[src/rtl/spi_ram_master_ctrl_if.sv]
// Request/response and SPI pin bundle for spi_ram_master_ctrl.
// The modport names follow the request port. "master" is the host side, which drives
// requests and also supplies MISO. "slave" is the controller, which accepts requests
// and drives the SPI select and data lines.
interface spi_ram_master_ctrl_if;
    logic       req_valid;
    logic       req_ready;
    logic       req_op;
    logic [7:0] req_addr;
    logic [7:0] req_wdata;
    logic       done;
    logic [7:0] rsp_rdata;
    logic       busy;
    logic       ss_n;
    logic       MOSI;
    logic       MISO;

    modport master (
        output req_valid, req_op, req_addr, req_wdata, MISO,
        input  req_ready, done, rsp_rdata, busy, ss_n, MOSI
    );

    modport slave (
        input  req_valid, req_op, req_addr, req_wdata, MISO,
        output req_ready, done, rsp_rdata, busy, ss_n, MOSI
    );
endinterface

[src/rtl/spi_ram_master_ctrl.sv]
// Host-side SPI master that runs the two-frame sequence needed to write or read one byte
// of the SPI-slave RAM. The sequence is an address frame followed by a data frame.
// Each frame is an 11-bit word {sel, cmd[1:0], payload} shifted out MSB first, after
// a single START cycle. A read-data frame keeps ss_n low through MISO_LAT wait cycles
// and then 8 sample cycles. Every frame is followed by GAP_CYCLES cycles with ss_n high.
module spi_ram_master_ctrl #(
    parameter int MISO_LAT   = 2,
    parameter int GAP_CYCLES = 2
) (
    input  logic                 clk,
    input  logic                 rst,
    spi_ram_master_ctrl_if.slave bus
);
    // One counter is shared by all timed states. It is sized for the longest of them.
    localparam int CNT_MAX = (MISO_LAT > GAP_CYCLES)
                           ? ((MISO_LAT > 10) ? MISO_LAT : 10)
                           : ((GAP_CYCLES > 10) ? GAP_CYCLES : 10);
    localparam int CNT_W = $clog2(CNT_MAX + 1);

    localparam logic [CNT_W-1:0] BIT_LAST    = CNT_W'(10);
    localparam logic [CNT_W-1:0] SAMPLE_LAST = CNT_W'(7);
    localparam logic [CNT_W-1:0] WAIT_LAST   = CNT_W'((MISO_LAT > 0) ? MISO_LAT - 1 : 0);
    localparam logic [CNT_W-1:0] GAP_LAST    = CNT_W'(GAP_CYCLES - 1);

    typedef enum logic [2:0] {
        S_IDLE,
        S_START,
        S_BITS,
        S_WAIT,
        S_SAMPLE,
        S_GAP
    } state_t;

    state_t           state;
    state_t           state_d;
    logic [CNT_W-1:0] cnt;
    logic             ready_q;   // low until the first clock edge after reset
    logic             op_q;
    logic             frame2;    // set once the first frame and its gap are finished
    logic [7:0]       addr_q;
    logic [7:0]       wdata_q;
    logic [7:0]       shift_q;
    logic [7:0]       rdata_q;
    logic             accept;
    logic [10:0]      frame;
    logic [3:0]       bit_idx;

    // The frame word currently being sent: the address frame first, then the data frame.
    always_comb begin
        if (!op_q)
            frame = frame2 ? {3'b001, wdata_q} : {3'b000, addr_q};
        else
            frame = frame2 ? {3'b111, 8'h00} : {3'b110, addr_q};
    end

    assign bit_idx       = 4'd10 - cnt[3:0];
    assign bus.rsp_rdata = rdata_q;

    // State register.
    always_ff @(posedge clk or posedge rst) begin
        // NOTE: flops are written with <= so every register samples pre-edge values
        // regardless of block ordering.
        if (rst)
            state <= S_IDLE;
        else
            state <= state_d;
    end

    // Next-state decode and pin outputs.
    always_comb begin
        // NOTE: every output gets a default before the case, so no path leaves one unassigned and no latch is inferred.
        state_d       = state;
        accept        = 1'b0;
        bus.req_ready = 1'b0;
        bus.busy      = 1'b1;
        bus.ss_n      = 1'b0;
        bus.MOSI      = 1'b0;
        bus.done      = 1'b0;
        case (state)
            S_IDLE: begin
                bus.busy      = 1'b0;
                bus.ss_n      = 1'b1;
                bus.req_ready = ready_q & ~rst;
                if (bus.req_valid && ready_q && !rst) begin
                    accept  = 1'b1;
                    state_d = S_START;
                end
            end
            S_START: state_d = S_BITS;
            S_BITS: begin
                bus.MOSI = frame[bit_idx];
                if (cnt == BIT_LAST) begin
                    if (frame2 && op_q)
                        state_d = (MISO_LAT == 0) ? S_SAMPLE : S_WAIT;
                    else
                        state_d = S_GAP;
                end
            end
            S_WAIT: begin
                if (cnt == WAIT_LAST)
                    state_d = S_SAMPLE;
            end
            S_SAMPLE: begin
                if (cnt == SAMPLE_LAST)
                    state_d = S_GAP;
            end
            S_GAP: begin
                bus.ss_n = 1'b1;
                bus.done = frame2 && (cnt == '0);
                if (cnt == GAP_LAST)
                    state_d = frame2 ? S_IDLE : S_START;
            end
            default: begin
                state_d  = S_IDLE;
                bus.busy = 1'b0;
                bus.ss_n = 1'b1;
            end
        endcase
    end

    // Request capture, the shared state counter, frame tracking and MISO shift-in.
    always_ff @(posedge clk or posedge rst) begin
        // NOTE: the datapath is reset with the FSM, so an aborted transfer leaves nothing stale and no X can reach MOSI or rsp_rdata.
        if (rst) begin
            cnt     <= '0;
            ready_q <= 1'b0;
            op_q    <= 1'b0;
            frame2  <= 1'b0;
            addr_q  <= '0;
            wdata_q <= '0;
            shift_q <= '0;
            rdata_q <= '0;
        end else begin
            ready_q <= 1'b1;
            if (state_d != state || state == S_IDLE)
                cnt <= '0;
            else
                cnt <= cnt + 1'b1;

            if (accept) begin
                op_q    <= bus.req_op;
                addr_q  <= bus.req_addr;
                wdata_q <= bus.req_wdata;
                frame2  <= 1'b0;
            end else if (state == S_GAP && state_d == S_START) begin
                frame2 <= 1'b1;
            end

            if (state == S_SAMPLE) begin
                shift_q <= {shift_q[6:0], bus.MISO};
                if (cnt == SAMPLE_LAST)
                    rdata_q <= {shift_q[6:0], bus.MISO};
            end
        end
    end
endmodule

[src/flat_wrapper.sv]
// flat-port wrapper written by rule: the top's interface ports become plain ports
module spi_ram_master_ctrl_flat 
#(
    parameter int MISO_LAT   = 2,
    parameter int GAP_CYCLES = 2
)
  (clk, rst, bus_req_valid, bus_req_op, bus_req_addr, bus_req_wdata, bus_MISO, bus_req_ready, bus_done, bus_rsp_rdata, bus_busy, bus_ss_n, bus_MOSI);
  spi_ram_master_ctrl_if bus_i ();
  input  logic clk;
  input  logic rst;
  input wire logic [$bits(bus_i.req_valid)-1:0] bus_req_valid;
  input wire logic [$bits(bus_i.req_op)-1:0] bus_req_op;
  input wire logic [$bits(bus_i.req_addr)-1:0] bus_req_addr;
  input wire logic [$bits(bus_i.req_wdata)-1:0] bus_req_wdata;
  input wire logic [$bits(bus_i.MISO)-1:0] bus_MISO;
  output wire logic [$bits(bus_i.req_ready)-1:0] bus_req_ready;
  output wire logic [$bits(bus_i.done)-1:0] bus_done;
  output wire logic [$bits(bus_i.rsp_rdata)-1:0] bus_rsp_rdata;
  output wire logic [$bits(bus_i.busy)-1:0] bus_busy;
  output wire logic [$bits(bus_i.ss_n)-1:0] bus_ss_n;
  output wire logic [$bits(bus_i.MOSI)-1:0] bus_MOSI;
  assign bus_i.req_valid = bus_req_valid;
  assign bus_i.req_op = bus_req_op;
  assign bus_i.req_addr = bus_req_addr;
  assign bus_i.req_wdata = bus_req_wdata;
  assign bus_i.MISO = bus_MISO;
  assign bus_req_ready = bus_i.req_ready;
  assign bus_done = bus_i.done;
  assign bus_rsp_rdata = bus_i.rsp_rdata;
  assign bus_busy = bus_i.busy;
  assign bus_ss_n = bus_i.ss_n;
  assign bus_MOSI = bus_i.MOSI;
  spi_ram_master_ctrl #(.MISO_LAT(MISO_LAT), .GAP_CYCLES(GAP_CYCLES)) u_core (.clk(clk), .rst(rst), .bus(bus_i));
endmodule
[config.mk]
export PLATFORM = sky130hd
export DESIGN_NAME = spi_ram_master_ctrl_flat
export DESIGN_NICKNAME = d
export VERILOG_FILES = /design/src/rtl/spi_ram_master_ctrl_if.sv /design/src/rtl/spi_ram_master_ctrl.sv /design/src/flat_wrapper.sv
export SDC_FILE = /design/constraint.sdc
export NUM_CORES = 1
export LEC_CHECK = 0
export CAP_MARGIN = 15
export CORE_UTILIZATION = 40
export CTS_CLUSTER_DIAMETER = 80
export DETAILED_ROUTE_END_ITERATION = 12
export DONT_BUFFER_PORTS = 1
export GPL_ROUTABILITY_DRIVEN = 0
export SLEW_MARGIN = 20
export SYNTH_ARGS = -nofsm -noshare
export SYNTH_HDL_FRONTEND = slang
export SYNTH_SLANG_ARGS = --single-unit
[constraint.sdc]
create_clock -name clk -period 4.1 [get_ports clk]
set_input_delay 0.82 -clock clk [delete_from_list [all_inputs] [get_ports clk]]
set_output_delay 0.82 -clock clk [all_outputs]
set_load 0.01 [all_outputs]
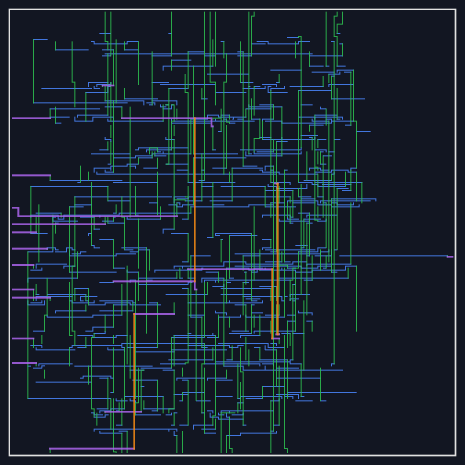
*Metal layers overlaid*
(6 px per um)
Purple marks M3, wire length 163 um. Orange marks M4, wire length 86.4 um. Green marks M2, wire length 1,770 um. Blue marks M1, wire length 1,800 um.

==> reports/qor.csv <==
metric,value,unit
static-leakage-power,1.06,nW
drt_drc_violations_left,0,
dominant-cell-class,registers,
drt_pass1_iterations,4,
grt_antenna_before_repair,0,
final_skew,7.40,ps
dpl.cell_count,270,
worst-slew-pin-transition,813,ps
reg2reg_setup_slack,1720,ps
syn2layout_area_growth,6.13,%
critical_path.cell_chain,inv_1 > ha_1 > xnor2_1 > a21oi_1 > or3_1 > a22o_1 > a211oi_1,
layout.area.seq,0.00103,mm^2
share_of_cells_above_drive_strength_1,11.9,%
grt_setup_unrepaired,false,
clock_buffers,5,
p_int,0.932,mW
tritoncts_clock_tree,done,
grt_first_pass_wirelength,6.47,mm
cap_viol_max_count,0,
grt.overflow.total,0,
synth_chip_area,0.00208,mm^2
cp_slowest_stage_delay,650,ps
n_all_inverters,5,
yosysTopAreaCell,sky130_fd_sc_hd__dfrtp_1,
ys_cells,213,
syn_nets,238,
max_transition_viols_final,0,
row_count,25,
combPwrFrac,32.8,%
synth_flops,41,
nets,235,
postCtsHoldBufs,0,
global_route.usage.met3,3.93,%
setup_total_negative_slack,0,ps
die_w,74.1,um
detailedRoute.firstIterationViolations,98,
asyncSetResetFlopFracSynth,100,%
comb_cells,156,
report.power.total,1.45,mW
grt_pass1_vias,1396,
finalHoldViolCount,0,
simple_gate_fraction_of_synth_area,26.5,%
die_area,0.00549,mm^2
critical_path.max_fanout,13,
tap_cell_count,67,
flop_pwr_share,45.8,%
wire_per_inst,13.8,um
groute.layer.met1.usage,20.2,%
max-vdd-ir-drop,0.349,mV
synth-edff-count,0,
layout_worst_path_cycle_share,85.7,%
seq-cell-share,46.5,%
yosysWarnings,0,
pnr_worst_setup_slack,585,ps
switching_share,35.8,%
io_buffers,0,
post_layout_min_period,3510,ps
grt_use_met2,25.1,%
cp_slowest_cell,sky130_fd_sc_hd__dfrtp_1,
cts_repair_resize_count,0,
cp.required,3280,ps
stage_log_warning_count,29,
htreeDepth,2,
coreArea,0.00485,mm^2
crit_arrival,2690,ps
cts.root.buffer_cell,sky130_fd_sc_hd__clkbuf_8,
post_synth_mux_area_share,8.66,%
num-fill-cells,473,
ant_nets,0,
post_drt_via_cell_ratio,5.09,
comb_area_share,43.9,%
route.vias.total,1411,
leading_cell_types_by_total_area_after_synthesis,"sky130_fd_sc_hd__dfrtp_1 (49%), sky130_fd_sc_hd__nand2_1 (14%), sky130_fd_sc_hd__mux2_2 (4.3%)",
pin_count,34,
endpoint_kind,output pin,
setup_violations,0,
cp_num_buf_inv,1,
status,completed,
synthTopCellsByCount,"sky130_fd_sc_hd__nand2_1 (76), sky130_fd_sc_hd__dfrtp_1 (41), sky130_fd_sc_hd__mux2_2 (8), sky130_fd_sc_hd__nor2_1 (7), sky130_fd_sc_hd__buf_2 (6)",
switching_power,0.519,mW
grt.total_usage,15.8,%
share_clk_of_total_power,21.5,%
final_layout_top_logic_cells,"sky130_fd_sc_hd__nand2_1 (76), sky130_fd_sc_hd__dfrtp_1 (41), sky130_fd_sc_hd__mux2_2 (8)",
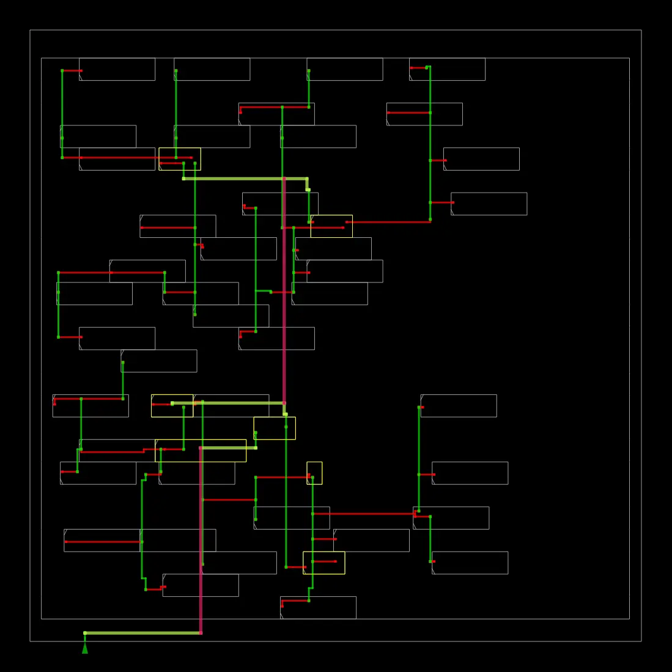
*Clock wiring as the flow saved it*
CTS Sinks: 41
reported clock group power: 0.311 mW
total CTS buffers: 5
sequential cells: 41

[metrics by stage]
step | area [um^2] | utilization, %
3_5_place_dp | 2100 | 43.4
2_1_floorplan | 2080 | -
4_1_cts | 2210 | 45.5
3_3_place_gp | 2100 | 43.4
5_1_grt | 2210 | 45.5
6_report | 2210 | 45.5
[flip-flops by register name, summed over array words and instances, names as in the netlist]
register,cells
u_core.bus.rsp_rdata,8
u_core.state,3
u_core.cnt,4
u_core.wdata_q,8
u_core.op_q,1
u_core.frame2,1
u_core.addr_q,8
u_core.ready_q,1
u_core.shift_q,7
[logic make-up (layout without fill, tap and decap cells)]
| logic type | count (synthesis) | in the layout |
|---|---|---|
| adder cells (fa/ha/maj) | 4 | 4 |
| buffers and inverters | 16 | 13 |
| AND/OR/NAND/NOR | 115 | 115 |
| AND-OR/OR-AND | 19 | 19 |
| other | 1 | 1 |
| multiplexers | 12 | 12 |
| XOR/XNOR | 5 | 5 |
| flip-flops | 41 | 41 |
[path summary, 6_finish.rpt]
path,to,from,cells after the start
worst max-delay path,bus_MOSI,u_core.cnt[0],7
worst min-delay path,u_core.bus.rsp_rdata[6],rst,1
worst max register to register,u_core.cnt[3],u_core.state[0],5
worst min register to register,u_core.addr_q[7],u_core.addr_q[7],2
max in group asynchronous,u_core.wdata_q[5],rst,2
min in group clk,u_core.addr_q[7],u_core.addr_q[7],2
[power by group through the flow]
stage	clock network, mW	logic [mW]	registers, mW
6_report	0.311	0.475	0.664
5_1_grt	0.338	0.538	0.693
4_1_cts	0.324	0.481	0.665
3_5_place_dp	0	0.477	0.673
3_3_place_gp	0	0.471	0.670
2_1_floorplan	0	0.480	0.585
[metal layers]
layer	vias to the layer above	share of wire, %	routed length (um)
li1	704	-	-
met1	673	47	1800
met2	26	46	1770
met3	8	4.3	163
met4	0	2.3	86
met5	-	0	0
No activity file was given, so power comes from the tool's default toggle rates.
